Run 1, cell sizes after repair:
(2 px per µm)
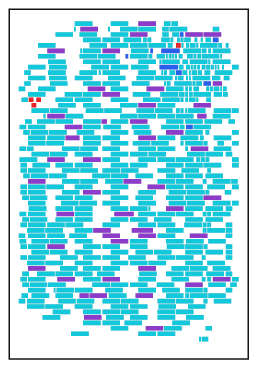
Run 1, placement density heat map:
(2 px per µm) 12 x 17 tiles, from dark blue (low) to red (high), 0 to 100% covered.
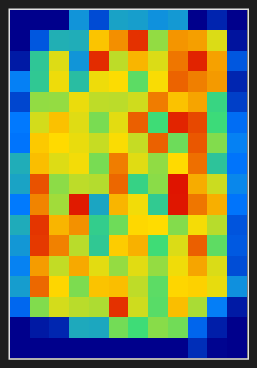
Run 1, placement view:
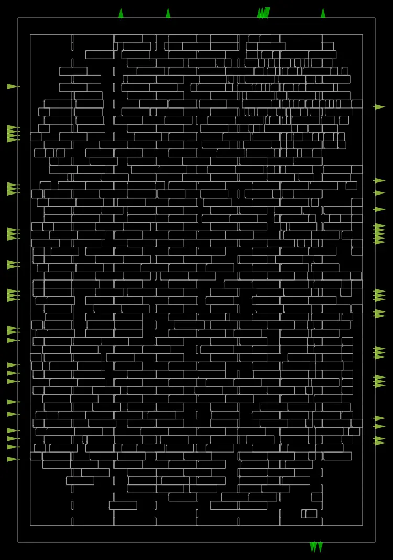
## src/rtl/hdmi_period_sched.sv

```systemverilog
`default_nettype none
// +--------------------------------------------------------------------------+
// | hdmi_period_sched: HDMI control/preamble/guard/video period scheduler.   |
// | Revision: 1.0                                                            |
// +--------------------------------------------------------------------------+
module hdmi_period_sched #(
    parameter int PREAMBLE_LEN = 8,
    parameter int GUARD_LEN    = 2,
    parameter int MIN_CTRL_LEN = 12
) (
    input  logic       clk_i,
    input  logic       rst_i,
    input  logic       de_i,
    input  logic       h_sync_i,
    input  logic       v_sync_i,
    input  logic [7:0] red_i,
    input  logic [7:0] green_i,
    input  logic [7:0] blue_i,
    output logic [1:0] mode_o,
    output logic [3:0] ctl_o,
    output logic [1:0] hv_o,
    output logic [7:0] red_o,
    output logic [7:0] green_o,
    output logic [7:0] blue_o,
    output logic       err_o
);

    localparam int LAT    = PREAMBLE_LEN + GUARD_LEN + 1;
    localparam int LOW_W  = $clog2(MIN_CTRL_LEN + 1);
    localparam int PH_MAX = (PREAMBLE_LEN > GUARD_LEN) ? PREAMBLE_LEN : GUARD_LEN;
    localparam int PH_W   = $clog2(PH_MAX + 1);
    localparam int DW     = $clog2(LAT);

    localparam logic [2:0] S_CTRL  = 3'd0;
    localparam logic [2:0] S_PRE   = 3'd1;
    localparam logic [2:0] S_GUARD = 3'd2;
    localparam logic [2:0] S_VID   = 3'd3;
    localparam logic [2:0] S_DROP  = 3'd4;

    localparam logic [1:0] M_CTRL  = 2'd0;
    localparam logic [1:0] M_VID   = 2'd1;
    localparam logic [1:0] M_GUARD = 2'd2;

    localparam logic [LOW_W-1:0] C_LOW_MAX = LOW_W'(MIN_CTRL_LEN);
    localparam logic [PH_W-1:0]  C_PRE_LD  = PH_W'(PREAMBLE_LEN - 1);
    localparam logic [PH_W-1:0]  C_GRD_LD  = PH_W'(GUARD_LEN - 1);
    localparam logic [DW-1:0]    C_DROP_LD = DW'(LAT - 1);

    logic [LAT-1:0]        de_dl_q;
    logic [LAT-1:0][1:0]   hv_dl_q;
    logic [LAT-1:0][23:0]  px_dl_q;

    logic                  de_prev_q;
    logic [LOW_W-1:0]      low_cnt_q, low_cnt_d;
    logic [2:0]            state_q, state_d;
    logic [PH_W-1:0]       phase_q, phase_d;
    logic [DW-1:0]         dcnt_q, dcnt_d;
    logic                  pend_q, pend_d;
    logic                  drop_evt_q, drop_evt_d;

    logic [1:0]            mode_q, mode_d;
    logic [3:0]            ctl_q, ctl_d;
    logic [1:0]            hv_q, hv_d;
    logic [23:0]           px_q, px_d;
    logic                  err_q;

    logic                  w_rise, w_elig, w_tap_de;

    assign w_rise   = de_i & ~de_prev_q;
    assign w_elig   = (low_cnt_q >= C_LOW_MAX);
    assign w_tap_de = de_dl_q[LAT-1];

    always_comb begin
        low_cnt_d = low_cnt_q;
        if (de_i) begin
            low_cnt_d = '0;
        end else if (low_cnt_q != C_LOW_MAX) begin
            low_cnt_d = low_cnt_q + 1'b1;
        end
    end

    // A dropped run reaches the delayed tap LAT-1 cycles after its edge;
    // dcnt covers that flight time so DROP only ends on the run's own tail.
    always_comb begin
        state_d    = state_q;
        phase_d    = phase_q;
        dcnt_d     = (dcnt_q != '0) ? dcnt_q - 1'b1 : '0;
        pend_d     = pend_q;
        drop_evt_d = 1'b0;
        if (w_rise && (state_q != S_CTRL || !w_elig)) begin
            drop_evt_d = 1'b1;
            dcnt_d     = C_DROP_LD;
        end
        case (state_q)
            S_CTRL: begin
                if (w_rise && w_elig) begin
                    state_d = S_PRE;
                    phase_d = C_PRE_LD;
                end else if (w_rise) begin
                    state_d = S_DROP;
                end
            end
            S_PRE: begin
                if (w_rise) begin
                    state_d = S_DROP;
                end else if (phase_q == '0) begin
                    state_d = S_GUARD;
                    phase_d = C_GRD_LD;
                end else begin
                    phase_d = phase_q - 1'b1;
                end
            end
            S_GUARD: begin
                if (w_rise) begin
                    state_d = S_DROP;
                end else if (phase_q == '0) begin
                    state_d = S_VID;
                end else begin
                    phase_d = phase_q - 1'b1;
                end
            end
            S_VID: begin
                // A dropped edge during VID lets the current run finish first.
                if (w_rise) begin
                    pend_d = 1'b1;
                end
                if (!w_tap_de) begin
                    state_d = (pend_q || w_rise) ? S_DROP : S_CTRL;
                    pend_d  = 1'b0;
                end
            end
            S_DROP: begin
                if (!w_rise && dcnt_q == '0 && !w_tap_de) begin
                    state_d = S_CTRL;
                end
            end
            default: begin
                state_d = S_CTRL;
            end
        endcase
    end

    always_comb begin
        mode_d = M_CTRL;
        ctl_d  = 4'b0000;
        px_d   = '0;
        hv_d   = hv_dl_q[LAT-1];
        case (state_q)
            S_PRE:   ctl_d  = 4'b0001;
            S_GUARD: mode_d = M_GUARD;
            S_VID: begin
                if (w_tap_de) begin
                    mode_d = M_VID;
                    px_d   = px_dl_q[LAT-1];
                end
            end
            default: ;
        endcase
    end

    always_ff @(posedge clk_i or posedge rst_i) begin
        if (rst_i) begin
            de_dl_q    <= '0;
            hv_dl_q    <= '0;
            px_dl_q    <= '0;
            de_prev_q  <= 1'b0;
            low_cnt_q  <= C_LOW_MAX;
            state_q    <= S_CTRL;
            phase_q    <= '0;
            dcnt_q     <= '0;
            pend_q     <= 1'b0;
            drop_evt_q <= 1'b0;
            mode_q     <= M_CTRL;
            ctl_q      <= 4'b0000;
            hv_q       <= 2'b00;
            px_q       <= '0;
            err_q      <= 1'b0;
        end else begin
            de_dl_q    <= {de_dl_q[LAT-2:0], de_i};
            hv_dl_q    <= {hv_dl_q[LAT-2:0], {v_sync_i, h_sync_i}};
            px_dl_q    <= {px_dl_q[LAT-2:0], {red_i, green_i, blue_i}};
            de_prev_q  <= de_i;
            low_cnt_q  <= low_cnt_d;
            state_q    <= state_d;
            phase_q    <= phase_d;
            dcnt_q     <= dcnt_d;
            pend_q     <= pend_d;
            drop_evt_q <= drop_evt_d;
            mode_q     <= mode_d;
            ctl_q      <= ctl_d;
            hv_q       <= hv_d;
            px_q       <= px_d;
            err_q      <= drop_evt_q;
        end
    end

    assign mode_o  = mode_q;
    assign ctl_o   = ctl_q;
    assign hv_o    = hv_q;
    assign red_o   = px_q[23:16];
    assign green_o = px_q[15:8];
    assign blue_o  = px_q[7:0];
    assign err_o   = err_q;

endmodule
`default_nettype wire

```

## config.mk

```make
export PLATFORM = sky130hd
export DESIGN_NAME = hdmi_period_sched
export DESIGN_NICKNAME = d
export VERILOG_FILES = /design/src/rtl/hdmi_period_sched.sv
export SDC_FILE = /design/constraint.sdc
export NUM_CORES = 1
export LEC_CHECK = 0
export CAP_MARGIN = 10
export CORE_ASPECT_RATIO = 1.5
export CORE_MARGIN = 4
export CORE_UTILIZATION = 51
export CTS_CLUSTER_DIAMETER = 30
export CTS_CLUSTER_SIZE = 10
export DETAILED_ROUTE_END_ITERATION = 16
export PLACE_DENSITY = 0.73
export SLEW_MARGIN = 20
export SYNTH_ARGS = -nofsm -noshare
export SYNTH_HDL_FRONTEND = slang
export SYNTH_SLANG_ARGS = --single-unit
```

## constraint.sdc

```tcl
create_clock -name clk_i -period 12.85 [get_ports clk_i]
set_input_delay 3.855 -clock clk_i [delete_from_list [all_inputs] [get_ports clk_i]]
set_output_delay 3.855 -clock clk_i [all_outputs]
set_load 0.02 [all_outputs]
```

==> reports/metrics.cfg, run 1 <==
[route]
vias = 3911
routedWlPerCell_um = 16.5
dr.pass1.iters = 4
vias_per_cell = 4.91
ant_nets = 0

[floorplan]
die_y_um = 174
die_w_um = 119

[worst_setup_path]
cp_max_fo = 113
crit_path_end_kind = asynchronous set/reset pin
cp.arrival_ns = 6.05
criticalPathCategory = primary input to asynchronous set/reset pin

[clock_tree]
clock_latency_ns = 0.50
postCtsSetupRepairBufs = 0
cts_tree = yes
cts-root-buf = clkbuf_16
cts_max_path_buffers = 3

[cells_and_area]
antenna_cells = 0
final_net_count = 600
final_common_cell = dfrtp_1
comb.multi_input.count = 111
bufAreaShareNonClock_pct = 5.62
clockBufferCount = 51
drive_gt1_share_pct = 10.9

[synthesis]
synthCells = 467
ys_area_um2 = 9380
ys.flop_type = dfrtp_1

[final_timing]
hold_viol = 0
period_used_pct = 42.3
skew_ns = 0.0156
slew_headroom_pct = 46.4

[global_route]
grt_pass1_vias = 4488
grt_antenna_before_repair = 0
grt_first_pass_wirelength_um = 21800

[worst_hold_path]
hold_class = flip-flop to flip-flop

[power_and_ir_drop]
vdd_ir_drop_max_v = 0.000122

[flow_run]
warning_count = 32

[status]
outcome = finished, final reports clean

Back to the opening pictures, 'cell sizes after repair':
[x1 and smaller] cyan | cells: 516 | share: 89%
[x6 and larger] purple | cells: 50 | share: 8.6%
[x2] blue | cells: 9 | share: 1.6%
[x3 and x4] red | cells: 4 | share: 0.69%

Back to the opening pictures, 'placement density heat map':
mean over tiles: 54%
tiles over 75% full: 29%
nearly empty tiles: 9.3%

Back to the opening pictures, 'placement view':
Cell Count, Final, Fillers Out: 796
number of fill cells in the layout: 1203
cell row count: 60
flop count: 344
Seq area share: 75.2%

[run 1: cells in the mapped netlist, types with 2 or more instances]
cell type | instances | share of area (%)
nand3_1 | 2 | 0.11
dfstp_2 | 2 | 0.56
a211o_1 | 2 | 0.19
inv_1 | 6 | 0.24
buf_4 | 3 | 0.24
clkbuf_1 | 3 | 0.12
a22o_1 | 2 | 0.19
nand2_1 | 5 | 0.20
nor2_1 | 13 | 0.52
nand3b_1 | 2 | 0.16
a21oi_1 | 8 | 0.43
nor3_1 | 10 | 0.53
o21ai_0 | 4 | 0.21
nor3b_1 | 4 | 0.32
dfrtp_1 | 342 | 91
ha_1 | 4 | 0.53
or3_1 | 2 | 0.13
and2_1 | 25 | 1.7
nand2b_1 | 4 | 0.27
xnor2_1 | 2 | 0.19
[run 1: registers in the layout (all words and copies together) (netlist names)]
| name | count |
|---|---|
| px_dl_q | 264 |
| px_q | 24 |
| hv_dl_q | 20 |
| de_dl_q | 11 |
| dcnt_q | 4 |
| low_cnt_q | 4 |
| phase_q | 4 |
| state_q | 3 |
| hv_d | 2 |
| hv_o | 2 |
| mode_o | 2 |
| ctl_o | 1 |
| drop_evt_q | 1 |
| err_o | 1 |
| pend_q | 1 |
[run 1: where the power goes]
group,switching [W],leakage [nW],internal (W)
Clock,0.000386,0.584,0.000634
Sequential,0.0000312,4.09,0.00114
Combinational,0.0000369,0.539,0.0000228
Total,0.000454,5.21,0.00180
[run 1: routing by layer]
metal / wire length [µm] / share of wire, % / vias to the layer above / GRT usage (%)
met4: 381 / 2.9 / 0 / 6.91
li1: - / - / 1680 / -
met3: 751 / 5.7 / 42 / 3.55
met2: 7320 / 56 / 150 / 24.3
met1: 4680 / 36 / 2039 / 14.2
met5: 0 / 0 / - / 0
[run 1: kinds of logic after synthesis]
logic type               Yosys count  share of synthesized area (%)
AND/OR/NAND/NOR                   75                           4.63
multiplexers                       2                          0.227
flip-flops                       344                           91.8
buffers and inverters             14                          0.774
adder cells (fa/ha/maj)            4                          0.534
XOR/XNOR                           2                          0.187
other                              1                         0.0400
AND-OR/OR-AND                     25                           1.80
[run 1: critical path, cell delays in order]
cell,delay [ns]
clkdlybuf4s50_1,0.44
clkinvlp_4,0.08
buf_4,0.58
buf_12,0.53
buf_16,0.46
[run 1: worst paths after layout]
check	slack (ns)	endpoint	from	cells after the start
max in group clk_i	7.47	phase_q[1]	de_i	5
min reg2reg	0.34	px_dl_q[61]	px_dl_q[37]	0
max reg2reg	10.81	phase_q[1]	state_q[0]	4
min in group asynchronous	3.97	px_dl_q[41]	rst_i	3
max	7.41	px_dl_q[145]	rst_i	5
min	0.34	px_dl_q[61]	px_dl_q[37]	0
[run 1: through the flow]
stage                     utilization [%]  std cells  setup WS, ns  area, µm²  total power, W
after floorplan                         -        469          4.39       9390         0.00122
after global placement               56.8        739          6.94      10200         0.00123
after detailed placement             56.8        739          6.82      10200         0.00125
after CTS                            63.4        795          7.33      11400         0.00228
after global routing                 63.5        796          7.09      11400         0.00234
final                                63.5        796          7.41      11400         0.00225
Run 1, the metal 1 layer:
(3 px per µm) Supply wires on this layer in gray. Cells faint in the background.
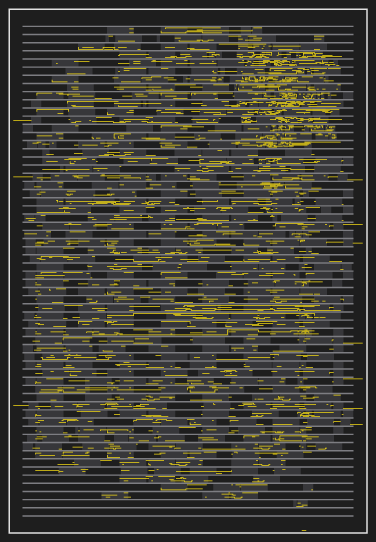

==> inputs of run 2 (changes only) <==
- CORE_UTILIZATION: 51 -> 57
- PLACE_DENSITY: 0.73 -> 0.77
- clock period: 12.85 -> 5.5 ns (I/O delays scaled with it)
Run 2, the metal 1 layer:
(3 px per µm) Supply wires on this layer in gray. Cells faint in the background.
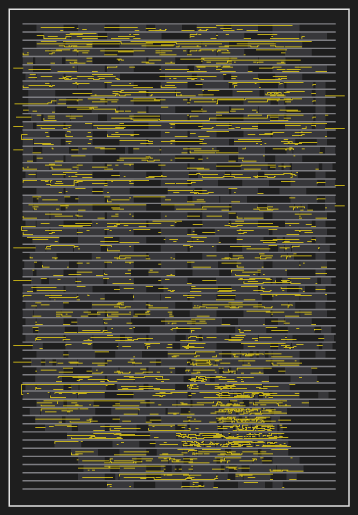
main direction: horizontal
longest straight run: 60.3 µm

Run 2, placement density heat map:
(2 px per µm) 11 x 17 tiles, from dark blue (low) to red (high), 0 to 100% covered.
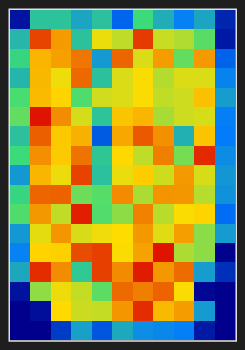
mean over tiles: 60%
fullest tile: 98%
nearly empty tiles: 4.3%

==> run 2 against run 1 <==
Effect of this change: clock skew increased by 0.0021 ns; design area fell by 0.46%; sequential power rose by 140%; clock-buffer cell count is 2 lower; critical path type is now primary input to flip-flop; cell count fell by 1.6%; area after synthesis unchanged; flip-flop count unchanged.
==> reports/metrics.cfg, run 2 <==
[worst_setup_path]
ff2ff_path_depth = 4
criticalPathCategory = primary input to flip-flop
cpLargestDelayFamily = simple AND/OR/NAND/NOR gates
crit_slowest_cell = clkdlybuf4s50_1
worstReg2RegStart = state_q[0]
timing.rr.end = phase_q[1]
cp.arrival_ns = 3.49
cp_max_fo = 8
r2r_setup_slack_ns = 3.53
crit_buf_inv = 1
path_cells = clkdlybuf4s50_1, or4b_1, o32a_1, nand2_1, mux2_2

[cells_and_area]
drive_gt1_share_pct = 10.4
regMostFlops = px_dl_q
final_net_count = 600
design_area_um2 = 11400
final_common_cell = dfrtp_1

[status]
outcome = finished, final reports clean

[route]
ant_nets = 0

[clock_tree]
cts_tree = yes
cts_max_path_buffers = 3
cts-root-buf = clkbuf_16

[global_route]
grt_first_pass_wirelength_um = 24100
grt_pass1_vias = 4523

[synthesis]
common_cells = 342 x dfrtp_1, 25 x and2_1, 13 x nor2_1
most_common_cell = dfrtp_1
area_leaders = dfrtp_1 91%, and2_1 1.7%, dfstp_2 0.56%, ha_1 0.53%, nor3_1 0.53%
synthCells = 467

[floorplan]
die_y_um = 165
die_w_um = 113

[power_and_ir_drop]
p_switching_w = 0.00107
seqPwrFrac_pct = 53.1
vdd_ir_drop_max_v = 0.000341

[worst_hold_path]
hold_class = flip-flop to flip-flop
hold_path_end = px_dl_q[178]

[placement]
placed_area_um2 = 10200

[run 2: cell count changes in the layout (fill, tap and decap cells not counted)]
cell / previous run / this run
buf_12: 1 / 4
buf_16: 1 / 0
buf_4: 2 / 1
bufinv_16: 1 / 0
clkbuf_1: 5 / 6
clkbuf_8: 3 / 0
clkinv_2: 2 / 1
clkinv_4: 0 / 1
[run 2: final cells by class]
type,instances,area share [%]
multi-input cells,111,6.19
well taps,206,2.26
clock inverters,4,0.263
clock buffers,49,9.64
repair buffers,63,5.86
inverters,6,0.231
flip-flops and latches,344,75.6
[run 2: worst register-to-register path: stages, from the launching register on]
cell and delay [ns]:
dfrtp_1 0.52, or4b_1 0.60, o32a_1 0.22, nand2_1 0.15, mux2_2 0.36
[run 2: cell families after synthesis]
| logic type | Yosys count | synth area share [%] |
|---|---|---|
| flops | 344 | 91.8 |
| simple gates | 75 | 4.63 |
| other cells | 1 | 0.0400 |
| xor+xnor | 2 | 0.187 |
| mux | 2 | 0.227 |
| buf+inv | 14 | 0.774 |
| compound gates | 25 | 1.80 |
| fa+ha+maj | 4 | 0.534 |
[run 2: power by group through the flow]
stage                     clock [W]  combinational (W)  sequential [W]
after global placement            0           0.000125         0.00276
after detailed placement          0           0.000135         0.00278
after floorplan                   0          0.0000944         0.00275
after global routing        0.00248           0.000160         0.00276
final                       0.00229           0.000140         0.00275
after CTS                   0.00237           0.000142         0.00275
[run 2: stage by stage]
step / setup TNS [ns] / util [%] / total power (W) / setup WS, ns / cells
2_1_floorplan: -256.79 / - / 0.00285 / -0.751 / 469
3_3_place_gp: 0 / 63.3 / 0.00288 / 1.99 / 729
3_5_place_dp: 0 / 63.3 / 0.00292 / 1.93 / 729
4_1_cts: 0 / 70.3 / 0.00526 / 2.40 / 782
5_1_grt: 0 / 70.4 / 0.00540 / 2.30 / 783
6_report: 0 / 70.4 / 0.00519 / 2.39 / 783
[run 2: worst max path at each step]
stage                  from         end  slack, ns  depth (start not counted)
floorplan             rst_i    ctl_o[0]      -0.75                          1
global placement       de_i  phase_q[1]       1.99                          5
detailed placement     de_i  phase_q[1]       1.93                          5
CTS                 px_q[2]   blue_o[2]       2.40                          1
global route           de_i  phase_q[1]       2.30                          5
finish                 de_i  phase_q[1]       2.39                          5
[run 2: metal layers]
metal  track usage, %  vias up  routed length [µm]
met4             4.70        0                 218
met1             20.1     2052                5260
met2             32.4      127                8520
met5                0        -                   0
met3             3.10       28                 641
li1                 -     1678                   -
Power is estimated from default activity; no workload was simulated.
